`src/rtl/regfile_write_sched.sv`:
```
// ---------------------------------------------------------------------------
// regfile_write_sched
//
// Purpose:
//   Write-port scheduler for the Z80 register-pair file. Two requesters share
//   the single write port of the pair file:
//     A - ALU writeback, 16-bit data, byte or word modes
//     M - memory-load path, 8-bit data bus
//   Round-robin arbitration picks one requester per cycle. The scheduler then
//   drives the per-pair Load / H_Load / L_Load strobes and the shared write
//   data. A 16-bit M load is issued as two beats, low byte then high byte.
//   The two beats form a locked sequence, and A cannot cut in between them.
//
// Ports:
//   i_clk       clock; all state updates on the rising edge
//   i_rst_n     asynchronous active-low reset
//   i_a_req     ALU write request; held with idx/mode/data until o_a_gnt
//   i_a_idx     ALU target pair
//   i_a_mode    00 no-op, 01 low byte, 10 high byte, 11 full word
//   i_a_data    ALU write data; byte modes use the matching half
//   o_a_gnt     one-cycle pulse: ALU write issued this cycle
//   i_m_req     memory-load beat request; held until o_m_gnt
//   i_m_idx     memory-load target pair, latched on the first beat
//   i_m_word    1 = two-beat 16-bit load, 0 = single low-byte load
//   i_m_data    byte for the current beat
//   o_m_gnt     one-cycle pulse per accepted memory beat
//   o_m_done    one-cycle pulse with the final beat of a memory transfer
//   o_wr_data   write data broadcast to all pairs
//   o_load      one-hot full-word load strobe
//   o_h_load    one-hot high-byte load strobe
//   o_l_load    one-hot low-byte load strobe
//   o_busy      high while a two-beat memory load holds the port
//
// NPAIRS must not exceed 2**IDXW. An index at or above NPAIRS is still
// granted, but it raises no strobe, so the write is dropped.
// ---------------------------------------------------------------------------
module regfile_write_sched #(
    parameter int NPAIRS = 4,
    parameter int IDXW   = 2
) (
    input  logic              i_clk,
    input  logic              i_rst_n,
    input  logic              i_a_req,
    input  logic [IDXW-1:0]   i_a_idx,
    input  logic [1:0]        i_a_mode,
    input  logic [15:0]       i_a_data,
    output logic              o_a_gnt,
    input  logic              i_m_req,
    input  logic [IDXW-1:0]   i_m_idx,
    input  logic              i_m_word,
    input  logic [7:0]        i_m_data,
    output logic              o_m_gnt,
    output logic              o_m_done,
    output logic [15:0]       o_wr_data,
    output logic [NPAIRS-1:0] o_load,
    output logic [NPAIRS-1:0] o_h_load,
    output logic [NPAIRS-1:0] o_l_load,
    output logic              o_busy
);

    typedef enum logic {
        ST_IDLE   = 1'b0,
        ST_M_LOCK = 1'b1
    } state_t;

    state_t            r_state;
    logic              r_prio_m;
    logic [IDXW-1:0]   r_lock_idx;

    logic              w_a_elig;
    logic              w_m_elig;
    logic              w_grant_a;
    logic              w_grant_m;
    logic [NPAIRS-1:0] w_a_sel;
    logic [NPAIRS-1:0] w_m_sel;
    logic [NPAIRS-1:0] w_lk_sel;

    // A requester whose grant is showing this cycle has already been served.
    // Its request line is still high only because the handshake is one cycle
    // behind, so it sits out the next edge.
    assign w_a_elig  = i_a_req && !o_a_gnt;
    assign w_m_elig  = i_m_req && !o_m_gnt;
    assign w_grant_a = w_a_elig && (!w_m_elig || !r_prio_m);
    assign w_grant_m = w_m_elig && !w_grant_a;

    // One-hot pair decode. An index with no matching pair leaves the vector
    // at zero, so out-of-range writes are dropped without extra logic.
    always_comb begin
        w_a_sel  = '0;
        w_m_sel  = '0;
        w_lk_sel = '0;
        for (int p = 0; p < NPAIRS; p++) begin
            w_a_sel[p]  = (i_a_idx    == p[IDXW-1:0]);
            w_m_sel[p]  = (i_m_idx    == p[IDXW-1:0]);
            w_lk_sel[p] = (r_lock_idx == p[IDXW-1:0]);
        end
    end

    // Arbitration FSM with registered outputs. Strobes, grants and write data
    // default to zero every cycle, so each one is a single-cycle pulse.
    //
    // r_prio_m points at the requester that was not granted most recently.
    // A two-beat memory load updates it only on its closing beat, so the whole
    // locked pair counts as one grant.
    always_ff @(posedge i_clk or negedge i_rst_n) begin
        if (!i_rst_n) begin
            r_state    <= ST_IDLE;
            r_prio_m   <= 1'b0;
            r_lock_idx <= '0;
            o_a_gnt    <= 1'b0;
            o_m_gnt    <= 1'b0;
            o_m_done   <= 1'b0;
            o_wr_data  <= 16'h0000;
            o_load     <= '0;
            o_h_load   <= '0;
            o_l_load   <= '0;
            o_busy     <= 1'b0;
        end else begin
            o_a_gnt   <= 1'b0;
            o_m_gnt   <= 1'b0;
            o_m_done  <= 1'b0;
            o_wr_data <= 16'h0000;
            o_load    <= '0;
            o_h_load  <= '0;
            o_l_load  <= '0;

            case (r_state)
                ST_IDLE: begin
                    if (w_grant_a) begin
                        o_a_gnt   <= 1'b1;
                        o_wr_data <= i_a_data;
                        r_prio_m  <= 1'b1;
                        case (i_a_mode)
                            2'b11:   o_load   <= w_a_sel;
                            2'b01:   o_l_load <= w_a_sel;
                            2'b10:   o_h_load <= w_a_sel;
                            default: ;
                        endcase
                    end else if (w_grant_m) begin
                        o_m_gnt   <= 1'b1;
                        o_wr_data <= {i_m_data, i_m_data};
                        o_l_load  <= w_m_sel;
                        if (i_m_word) begin
                            r_lock_idx <= i_m_idx;
                            r_state    <= ST_M_LOCK;
                            o_busy     <= 1'b1;
                        end else begin
                            o_m_done <= 1'b1;
                            r_prio_m <= 1'b0;
                        end
                    end
                end

                // The high byte goes to the pair latched on the first beat.
                // The current idx/word inputs are ignored. The lock has no
                // timeout, so A waits for as long as the lock lasts.
                ST_M_LOCK: begin
                    if (w_m_elig) begin
                        o_m_gnt   <= 1'b1;
                        o_m_done  <= 1'b1;
                        o_wr_data <= {i_m_data, i_m_data};
                        o_h_load  <= w_lk_sel;
                        r_prio_m  <= 1'b0;
                        r_state   <= ST_IDLE;
                        o_busy    <= 1'b0;
                    end
                end

                default: begin
                    r_state <= ST_IDLE;
                    o_busy  <= 1'b0;
                end
            endcase
        end
    end

endmodule

```
`config.mk`:
```
export PLATFORM = sky130hd
export DESIGN_NAME = regfile_write_sched
export DESIGN_NICKNAME = d
export VERILOG_FILES = /design/src/rtl/regfile_write_sched.sv
export SDC_FILE = /design/constraint.sdc
export NUM_CORES = 1
export LEC_CHECK = 0
export CORE_ASPECT_RATIO = 1.1
export CORE_MARGIN = 2
export CORE_UTILIZATION = 41
export CTS_BUF_LIST = sky130_fd_sc_hd__clkbuf_4 sky130_fd_sc_hd__clkbuf_8
export DETAILED_ROUTE_END_ITERATION = 7
export GPL_TIMING_DRIVEN = 1
export PLACE_DENSITY_LB_ADDON = 0.15
export SYNTH_ARGS = -nofsm -noshare
export SYNTH_HDL_FRONTEND = slang
export SYNTH_SLANG_ARGS = --single-unit
```
`constraint.sdc`:
```
create_clock -name i_clk -period 2.15 [get_ports i_clk]
set_clock_uncertainty 0.15 [all_clocks]
set_input_delay 0.43 -clock i_clk [delete_from_list [all_inputs] [get_ports i_clk]]
set_output_delay 0.43 -clock i_clk [all_outputs]
set_load 0.005 [all_outputs]
```
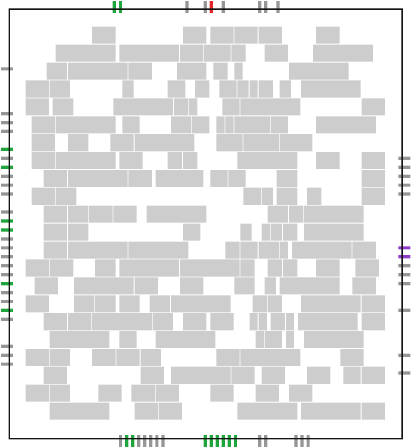
*I/O pins on the die edge*
Pins as bars across the die edge, other pins in gray.
| color | port | pins | direction | edge |
|---|---|---|---|---|
| purple | i_a_mode | 2 | input | right |
| green | o_wr_data | 16 | output | 8 bottom, 6 left, 2 top |
| red | o_a_gnt | 1 | output | top |
all pins by edge: 26 left, 19 bottom, 13 right, 9 top
number of port buffers: 66
die width: 59.5 um
die height: 65.0 um

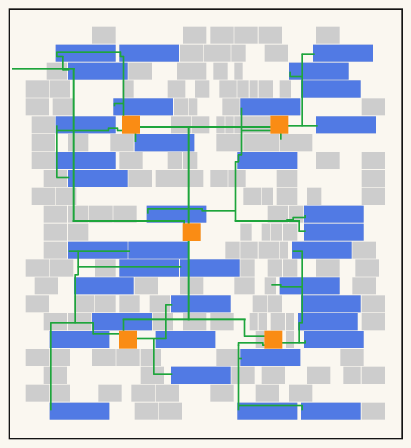
*Clock wires, drivers and flops*
[blue] flip-flops | count: 36
[green] clock wires | length: 393 um
[orange] cells driving clock nets | count: 5
flops lie: all over the die
routed clock nets: 6

==> results.py <==
# Generated from Yosys and OpenROAD reports
metrics = {
    "worst_setup_path": {
        "crit_path_start": "o_a_gnt$_DFF_PN0_",
        "crit_path_top_delay_cell": "clkdlybuf4s50_1",
        "crit_path_end": "o_a_gnt",
        "crit_chain": "clkdlybuf4s50_1",
        "crit_family": "buffers and inverters",
        "required_ns": 1.57,
        "slowest_delay_ns": 0.52,
        "start_kind": "flip-flop",
        "timing.rr.start": "o_m_gnt$_DFF_PN0_",
    },
    "finish": {
        "final_cell_area_um2": 2190,
        "nFillCells": 255,
        "buffers": 73,
        "layout_top_cells": "clkdlybuf4s50_1 (66), dfrtp_1 (36), a22o_1 (16)",
        "comb-cell-share_pct": 20.5,
        "n_clock_buffer": 6,
        "final_nets": 215,
        "n_all_inverters": 2,
        "clkCellAreaFrac_pct": 2.80,
        "largest_reg_flops": 16,
        "diodes": 0,
        "comb_area_um2": 449,
        "layout-drive-gt1-share_pct": 12.2,
        "seq_cells": 36,
        "largest_class": "sequential cells",
        "final_common_cell": "clkdlybuf4s50_1",
    },
    "detailed_routing": {
        "wirelength_um": 3150,
        "wl_met3_um": 322,
        "dr_wl_met2_um": 1680,
        "detail-route-antenna-nets": 0,
        "vias": 1155,
        "highest_layer": "met4",
        "wire_per_inst_um": 14.5,
        "via_per_inst": 5.32,
        "drtIter0Drc": 28,
        "drc_errors": 0,
    },
    "power": {
        "p_comb_mw": 0.671,
        "pwr-share-comb_pct": 34.6,
        "clkPwrFrac_pct": 19.2,
        "p_seq_share_pct": 46.2,
        "powerClk_mw": 0.372,
        "powerSeq_mw": 0.895,
        "p_sw_share_pct": 28.3,
        "ir_drop_v": 0.000516,
        "power_switching_mw": 0.549,
        "intPower_mw": 1.39,
    },
    "sta": {
        "fmax_mhz": 542,
        "finalSetupViolCount": 0,
        "hold_slack_ns": 0.349,
        "rsz0062_at_grt": "false",
        "fin_crit_sh_pct": 85.8,
        "worst_slack_ns": 0.305,
        "maxSlewHeadroom_pct": 53.7,
    },
    "synthesis": {
        "synth_area_um2": 1390,
        "yosys.area.top_type_share_pct": 64.9,
        "fp_nets": 140,
        "common_cells": "dfrtp_1 (36), a22o_1 (16), nor2_1 (6), nand2b_1 (5)",
        "ys_seq_share_pct": 64.9,
        "yosys_warnings": 0,
        "syn-instance-count": 105,
        "synth-main-ff-cell": "dfrtp_1",
        "yosys_cells": 105,
        "synthArstFlopShare_pct": 100,
        "ys_sh_adder_pct": 0,
        "logic_family": "AND-OR/OR-AND gates",
        "xor_area_share_pct": 0,
        "compound_area_share_pct": 16.7,
        "most_common_cell": "dfrtp_1",
        "edf_count": 0,
    },
    "placed_design": {
        "finalWeightedCongestion": 0.854,
        "hpwl_um": 2420,
        "dp_slack_ns": 0.00380,
        "dpl_cell_area_um2": 2130,
    },
    "job": {
        "cap_violations": 0,
        "tool_warnings": 26,
    },
    "global_routing": {
        "antenna_found_initial": 0,
        "grt_use_met3_pct": 8.38,
        "top_usage_layer": "met2",
        "grt_overflow": 0,
        "use_met1_pct": 18.6,
        "grt_pass1_vias": 1171,
    },
    "status": {
        "outcome": "complete, no violations",
    },
    "clocking": {
        "cts_resized": 0,
        "insertion_delay_ns": 0.34,
        "clkSinkCount": 36,
        "cts_buffers": 5,
        "cts_tree": "done",
        "cts_root_buf": "clkbuf_4",
        "cts_setup_buffers": 0,
        "clk_pin_slew_worst_paths_ns": 0.11,
    },
    "die": {
        "rows": 22,
        "dieArea_um2": 3870,
        "coreArea_um2": 3280,
    },
    "min_path": {
        "hold_class": "input port to asynchronous set/reset pin",
    },
}
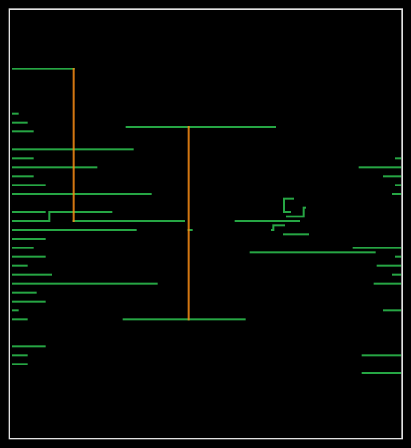
*Routed metal, one color a layer*
Two of the layers only.
| color | layer | wire length |
|---|---|---|
| green | met3 | 322 um |
| orange | met4 | 52.4 um |

Power is estimated from default activity; no workload was simulated.
